--- src/rtl/display_arbiter.sv ---
// display_arbiter: round-robin time-sharing of the 4-digit display among
// NUM_REQ producers, with minimum dwell per grant and a blank tick on hand-over.
// Ports: i_clk, i_clear (sync active-low), i_req[NUM_REQ], i_data[16*NUM_REQ],
//   i_mode_in[NUM_REQ] -> o_gnt (one-hot), o_active_id, o_d0..o_d3, o_mode, o_blank.
// Option: define DISPLAY_ARB_PREEMPT_EN to make requester 0 preempt others.
module display_arbiter #(
  parameter int NUM_REQ   = 4,
  parameter int TICK_BITS = 20,
  parameter int DWELL     = 8
) (
  input  logic                   i_clk,
  input  logic                   i_clear,
  input  logic [NUM_REQ-1:0]     i_req,
  input  logic [16*NUM_REQ-1:0]  i_data,
  input  logic [NUM_REQ-1:0]     i_mode_in,
  output logic [NUM_REQ-1:0]     o_gnt,
  output logic [2:0]             o_active_id,
  output logic [3:0]             o_d0,
  output logic [3:0]             o_d1,
  output logic [3:0]             o_d2,
  output logic [3:0]             o_d3,
  output logic                   o_mode,
  output logic                   o_blank
);

  typedef enum logic [1:0] {
    S_IDLE,
    S_SWITCH,
    S_SHOW
  } state_t;

  localparam logic [7:0] DW  = 8'(DWELL);
  localparam logic [7:0] DW1 = 8'(DWELL - 1);
  localparam logic [2:0] LAST = 3'(NUM_REQ - 1);

  state_t               r_state;
  logic [TICK_BITS-1:0] r_presc;
  logic [7:0]           r_dwell;
  logic [2:0]           r_rr_ptr;
  logic [2:0]           r_active_id;
  logic [NUM_REQ-1:0]   r_gnt;
  logic [15:0]          r_digits;
  logic                 r_mode;
  logic                 r_blank;
`ifdef DISPLAY_ARB_PREEMPT_EN
  logic                 r_req0;
`endif

  state_t               w_nstate;
  logic [2:0]           w_nid;
  logic [2:0]           w_nrr;
  logic [7:0]           w_ndwell;
  logic [NUM_REQ-1:0]   w_ngnt;
  logic                 w_tick;
  logic [2:0]           w_ptr_inc;
  logic [3:0]           w_pick_rr;
  logic [3:0]           w_pick_nx;
  logic [7:0]           w_req8;
  logic                 w_holder;
  logic                 w_others;
  logic                 w_dwell_done;
  logic [15:0]          w_sel;
  logic                 w_msel;

  // First asserted request searching upward from base, wrapping.
  // Returns {found, index}.
  function automatic logic [3:0] f_pick(
    input logic [NUM_REQ-1:0] req,
    input logic [2:0]         base
  );
    logic [3:0] res;
    int         idx;
    res = '0;
    for (int k = NUM_REQ - 1; k >= 0; k--) begin
      idx = (int'(base) + k) % NUM_REQ;
      if (req[idx]) res = {1'b1, 3'(idx)};
    end
    return res;
  endfunction

  assign w_tick    = &r_presc;
  assign w_ptr_inc = (r_active_id == LAST) ? 3'd0 : r_active_id + 3'd1;
  assign w_pick_rr = f_pick(i_req, r_rr_ptr);
  assign w_pick_nx = f_pick(i_req, w_ptr_inc);
  assign w_req8    = 8'(i_req);
  assign w_holder  = w_req8[r_active_id];
  assign w_others  = |(i_req & ~r_gnt);
  // Include this cycle's tick so a grant lasts exactly DWELL ticks.
  assign w_dwell_done = (r_dwell == DW) || (w_tick && r_dwell == DW1);

  always_comb begin
    w_nstate = r_state;
    w_nid    = r_active_id;
    w_nrr    = r_rr_ptr;
    w_ndwell = r_dwell;
    unique case (r_state)
      S_IDLE: begin
        if (w_pick_rr[3]) begin
          w_nstate = S_SWITCH;
          w_nid    = w_pick_rr[2:0];
        end
      end
      S_SWITCH: begin
        if (!w_holder) begin
          w_nstate = w_pick_rr[3] ? S_SWITCH : S_IDLE;
          w_nid    = w_pick_rr[3] ? w_pick_rr[2:0] : 3'd0;
        end else if (w_tick) begin
          w_nstate = S_SHOW;
          w_ndwell = 8'd0;
        end
      end
      S_SHOW: begin
        if (!w_holder) begin
          w_nrr    = w_ptr_inc;
          w_nstate = w_pick_nx[3] ? S_SWITCH : S_IDLE;
          w_nid    = w_pick_nx[3] ? w_pick_nx[2:0] : 3'd0;
        end else if (w_dwell_done && w_others) begin
          w_nrr    = w_ptr_inc;
          w_nstate = S_SWITCH;
          w_nid    = w_pick_nx[2:0];
        end else if (w_tick && r_dwell != DW) begin
          w_ndwell = r_dwell + 8'd1;
        end
      end
      default: begin
        w_nstate = S_IDLE;
        w_nid    = 3'd0;
      end
    endcase
`ifdef DISPLAY_ARB_PREEMPT_EN
    if (r_state != S_IDLE && r_active_id != 3'd0 &&
        i_req[0] && !r_req0) begin
      w_nstate = S_SWITCH;
      w_nid    = 3'd0;
      w_nrr    = r_rr_ptr;
      w_ndwell = r_dwell;
    end
`endif
    w_ngnt = (w_nstate == S_IDLE) ? '0 : (NUM_REQ'(1) << w_nid);
  end

  always_comb begin
    w_sel  = 16'h0000;
    w_msel = 1'b0;
    for (int i = 0; i < NUM_REQ; i++) begin
      if (w_nid == 3'(i)) begin
        w_sel  = i_data[16*i +: 16];
        w_msel = i_mode_in[i];
      end
    end
  end

  always_ff @(posedge i_clk) begin
    if (!i_clear) begin
      r_state     <= S_IDLE;
      r_presc     <= '0;
      r_dwell     <= 8'd0;
      r_rr_ptr    <= 3'd0;
      r_active_id <= 3'd0;
      r_gnt       <= '0;
      r_digits    <= 16'h0000;
      r_mode      <= 1'b0;
      r_blank     <= 1'b1;
`ifdef DISPLAY_ARB_PREEMPT_EN
      r_req0      <= 1'b0;
`endif
    end else begin
      r_presc     <= r_presc + TICK_BITS'(1);
      r_state     <= w_nstate;
      r_dwell     <= w_ndwell;
      r_rr_ptr    <= w_nrr;
      r_active_id <= w_nid;
      r_gnt       <= w_ngnt;
`ifdef DISPLAY_ARB_PREEMPT_EN
      r_req0      <= i_req[0];
`endif
      if (w_nstate == S_SHOW) begin
        r_digits <= w_sel;
        r_mode   <= w_msel;
        r_blank  <= 1'b0;
      end else begin
        r_digits <= 16'h0000;
        r_mode   <= 1'b0;
        r_blank  <= 1'b1;
      end
    end
  end

  assign o_gnt       = r_gnt;
  assign o_active_id = r_active_id;
  assign o_d0        = r_digits[3:0];
  assign o_d1        = r_digits[7:4];
  assign o_d2        = r_digits[11:8];
  assign o_d3        = r_digits[15:12];
  assign o_mode      = r_mode;
  assign o_blank     = r_blank;

endmodule

--- config.mk ---
export PLATFORM = sky130hd
export DESIGN_NAME = display_arbiter
export DESIGN_NICKNAME = d
export VERILOG_FILES = /design/src/rtl/display_arbiter.sv
export SDC_FILE = /design/constraint.sdc
export NUM_CORES = 1
export LEC_CHECK = 0
export CORE_AREA = 2 2 91 93
export CTS_CLUSTER_DIAMETER = 150
export CTS_CLUSTER_SIZE = 8
export DETAILED_ROUTE_END_ITERATION = 10
export DIE_AREA = 0 0 93 95
export DONT_BUFFER_PORTS = 1
export GPL_TIMING_DRIVEN = 1
export PLACE_DENSITY = 0.67
export SLEW_MARGIN = 20
export SYNTH_ARGS = -nofsm -noshare
export SYNTH_HDL_FRONTEND = slang
export SYNTH_SLANG_ARGS = --single-unit
--- constraint.sdc ---
create_clock -name i_clk -period 3.2 [get_ports i_clk]
set_clock_uncertainty 0.2 [all_clocks]
set_input_delay 0.8 -clock i_clk [delete_from_list [all_inputs] [get_ports i_clk]]
set_output_delay 0.8 -clock i_clk [all_outputs]
set_load 0.01 [all_outputs]
Fig. 1: clock wiring as the flow saved it
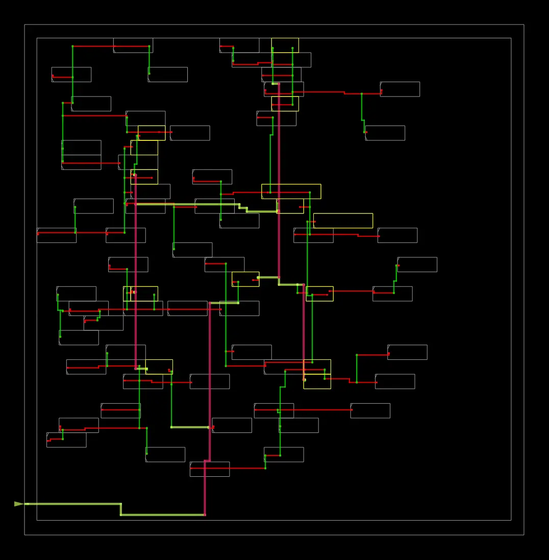
seq_cells: 57
clk sinks: 57
total CTS buffers: 9
Clock group: 0.784 mW

Fig. 2: register map, names as in the netlist
Scale bar: 20 µm.
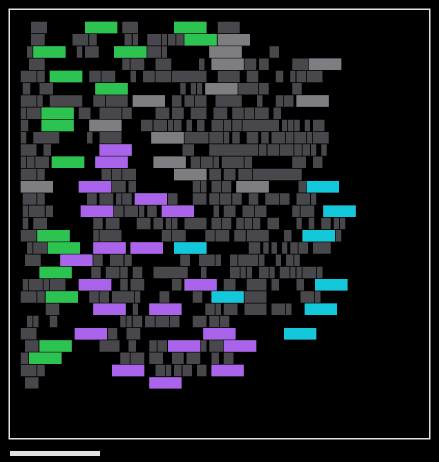
name in the netlist	colour	flops
r_presc	purple	20
r_digits	green	16
r_dwell	cyan	8
seq pwr: 0.730 mW
sequential share of cell area: 0.330
FF+latch area: 1140 µm²
Post-Route Utilization: 0.436

Fig. 3: wiring by layer
Only two layers are drawn.
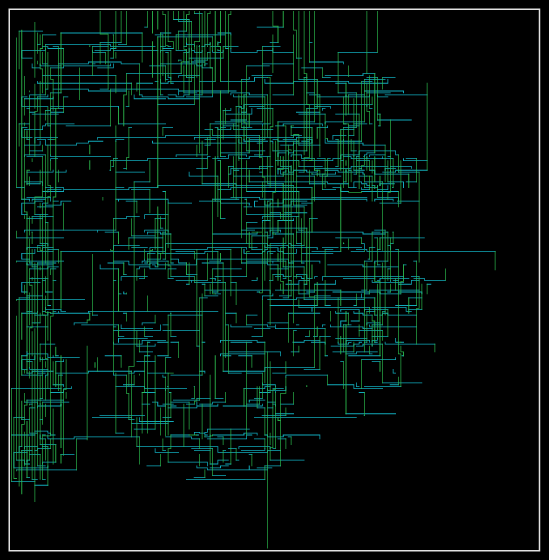
layer	colour	wire length
metal 1	cyan	3120 µm
metal 2	green	3370 µm
total number of vias: 2576
GRT Resource Usage Total: 0.165

Fig. 4: pin map
Pins as bars across the die edge, other pins in grey.
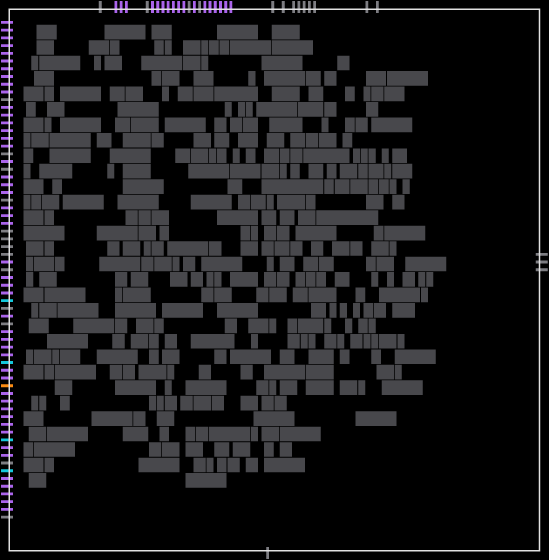
port	colour	pins	direction	edge
o_blank	orange	1	output	west
i_data	purple	64	input	47 west, 17 north
o_d1	cyan	4	output	west

==> flow_metrics.tcl <==
# yosys + openroad results
set metrics [dict create \
    status "completed" \
    min_period_ns 2.95 \
    ys_sh_adder 0.0162 \
    tightest_slew_ns 0.720 \
    worstPathArrival_ns 2.94 \
    setup_viol 0 \
    yosys.area_share.aoi 0.149 \
    pwr-share-clk 0.470 \
    dp_cells 454 \
    timing.hold.ws_ns 0.279 \
    synthTopCellsByArea "dfxtp_1 (37%), mux2i_1 (6.8%), nor2_1 (5.1%)" \
    final.setup.worst_slack_ns 0.247 \
    grt_start_max_net_pins 30 \
    holdPathEnd "r_presc[0]$_SDFF_PN0_" \
    cp_max_fo 9 \
    reg2reg_from "o_active_id[0]$_SDFF_PN0_" \
    clk_latency_ns 0.34 \
    path_buffers 1 \
    synth.logic.top_family "simple AND/OR/NAND/NOR gates" \
    crit_cells 8 \
    synth_top_cell_by_area "dfxtp_1" \
    gp_congestion 0.867 \
    fin_tns_setup_ns 0 \
    nNetsFinal 438 \
    largest_reg_flops 20 \
    p_comb_mw 0.153 \
    start_kind "primary input" \
    p_leak_nw 1.25 \
    drt_iter0_markers 167 \
    grt_use_met3 0.0479 \
    num_antenna_cells 0 \
    wl_met1_um 3120 \
    logic_gate_count 269 \
    peakVddDrop_v 0.000280 \
    sw_frac_of_total 0.228 \
    yosysTopAreaCellShare 0.370 \
    xor_share 0.0625 \
    synth_area_um2 3080 \
    fmax_mhz 339 \
    mux_area_frac 0.0791 \
    drtPass1Iterations 4 \
    die-area_um2 8840 \
    sh_comb_area 0.519 \
    cts_tree "built" \
    ctsResizeCount 0 \
    top_power_group "the clock network" \
    r2r_end "r_digits[12]$_SDFF_PN0_" \
    syn_inst 352 \
    finalCritPeriodShare 0.923 \
    ys_chip_area_um2 3080 \
    antenna_found_initial 0 \
    fp.coreArea_um2 7930 \
    met3_length_um 568 \
    grt_pass1_vias 2427 \
    root_buffer "clkbuf_8" \
    rsz0062_at_grt "false" \
    ys_types 55 \
    ff2ff_path_depth 8 \
    power_density_nw_per_um2 483 \
    ctsHoldBuffers 0 \
    hp-class "flop to flop" \
    cts_setup_buffers 0 \
    busiest_layer "met2" \
    regMostFlops "r_presc" \
    seqPwrFrac 0.438 \
    dpl.hpwl_um 5380 \
    crit_path_end "r_digits[12]$_SDFF_PN0_" \
    mostFrequentLayoutCell "dfxtp_1" \
    async_reset_ff_frac 0 \
    yosys_warnings 0 \
    combGateArea_um2 1790 \
    cts_buffer_depth 2 \
    fp_nets 430 \
    n_all_buffers 16 \
    syn_area_per_cell_um2 8.76 \
    non_clock_buffer_area_share 0.0384 \
    grt_util_met1 0.200 \
    dr.max_layer_used "met4" \
    die_y_um 95 \
    final_design_area_no_fill_um2 3450 \
    ant_nets 0 \
    grt_pass1_wl_um 11400 \
    drive_gt1_frac 0.115 \
    fill_cells 781 \
    crit_path_cell_trace "mux4_2, and3b_1, or4_1, a21o_1, o211ai_4, buf_4, mux2i_1, o32ai_1" \
    fp_util 0.389 \
    yosysSeqAreaShare 0.370 \
    inv_count 7 \
    hold_viol 0 \
    dieWidth_um 93 \
    p_switching_mw 0.380 \
    htree_num_levels 3 \
    flop_cell "dfxtp_1" \
    top_regs "r_presc (20), r_digits (16), r_dwell (8)" \
    intPower_mw 1.29 \
    ys_seq_elements 57 \
    total_power_mw 1.67 \
    max_stage_delay_ns 0.53 \
    via_per_inst 5.49 \
    path_clk_slew_ns 0.07 \
    worstHoldStart "r_presc[0]$_SDFF_PN0_" \
    num_io_pins 99 \
    synthSimpleGateAreaFrac 0.272 \
    edf_count 0 \
    wirelength_um 7280 \
    num_tap_cells 105 \
    routedWlPerCell_um 15.5 \
    startpoint "i_req[3]" \
    relSlewSlack 0.520 \
    end_kind "flop" \
    holdPathStages 1 \
    drv_cap 0 \
    portBuffers 0 \
    drc_errors 0 \
    cp.required_ns 3.19 \
    p_comb_frac 0.092 \
    use_met2 0.260 \
    areaGrowthSynthToFinish_pct 12.1 \
    final_layout_top_logic_cells "dfxtp_1 (57), nor2_1 (42), nand2_1 (21), mux2i_1 (21)" \
    rows 33 \
    clockNetworkAreaShare 0.0663 \
    cp_slowest_cell "or4_1" \
    ys_cells 352 \
    top_cells_by_count "dfxtp_1 (57), nor2_1 (42), mux2i_1 (21), nand2_1 (21)" \
    rrSetupSlack_ns 0.30 \
    warnings 27 \
    dominant_cells "combinational gates" \
    wl_met2_um 3370 \
    dp_slack_ns -0.0461 \
    place_area_um2 3230 \
]
No activity file was given, so power comes from the tool's default toggle rates.
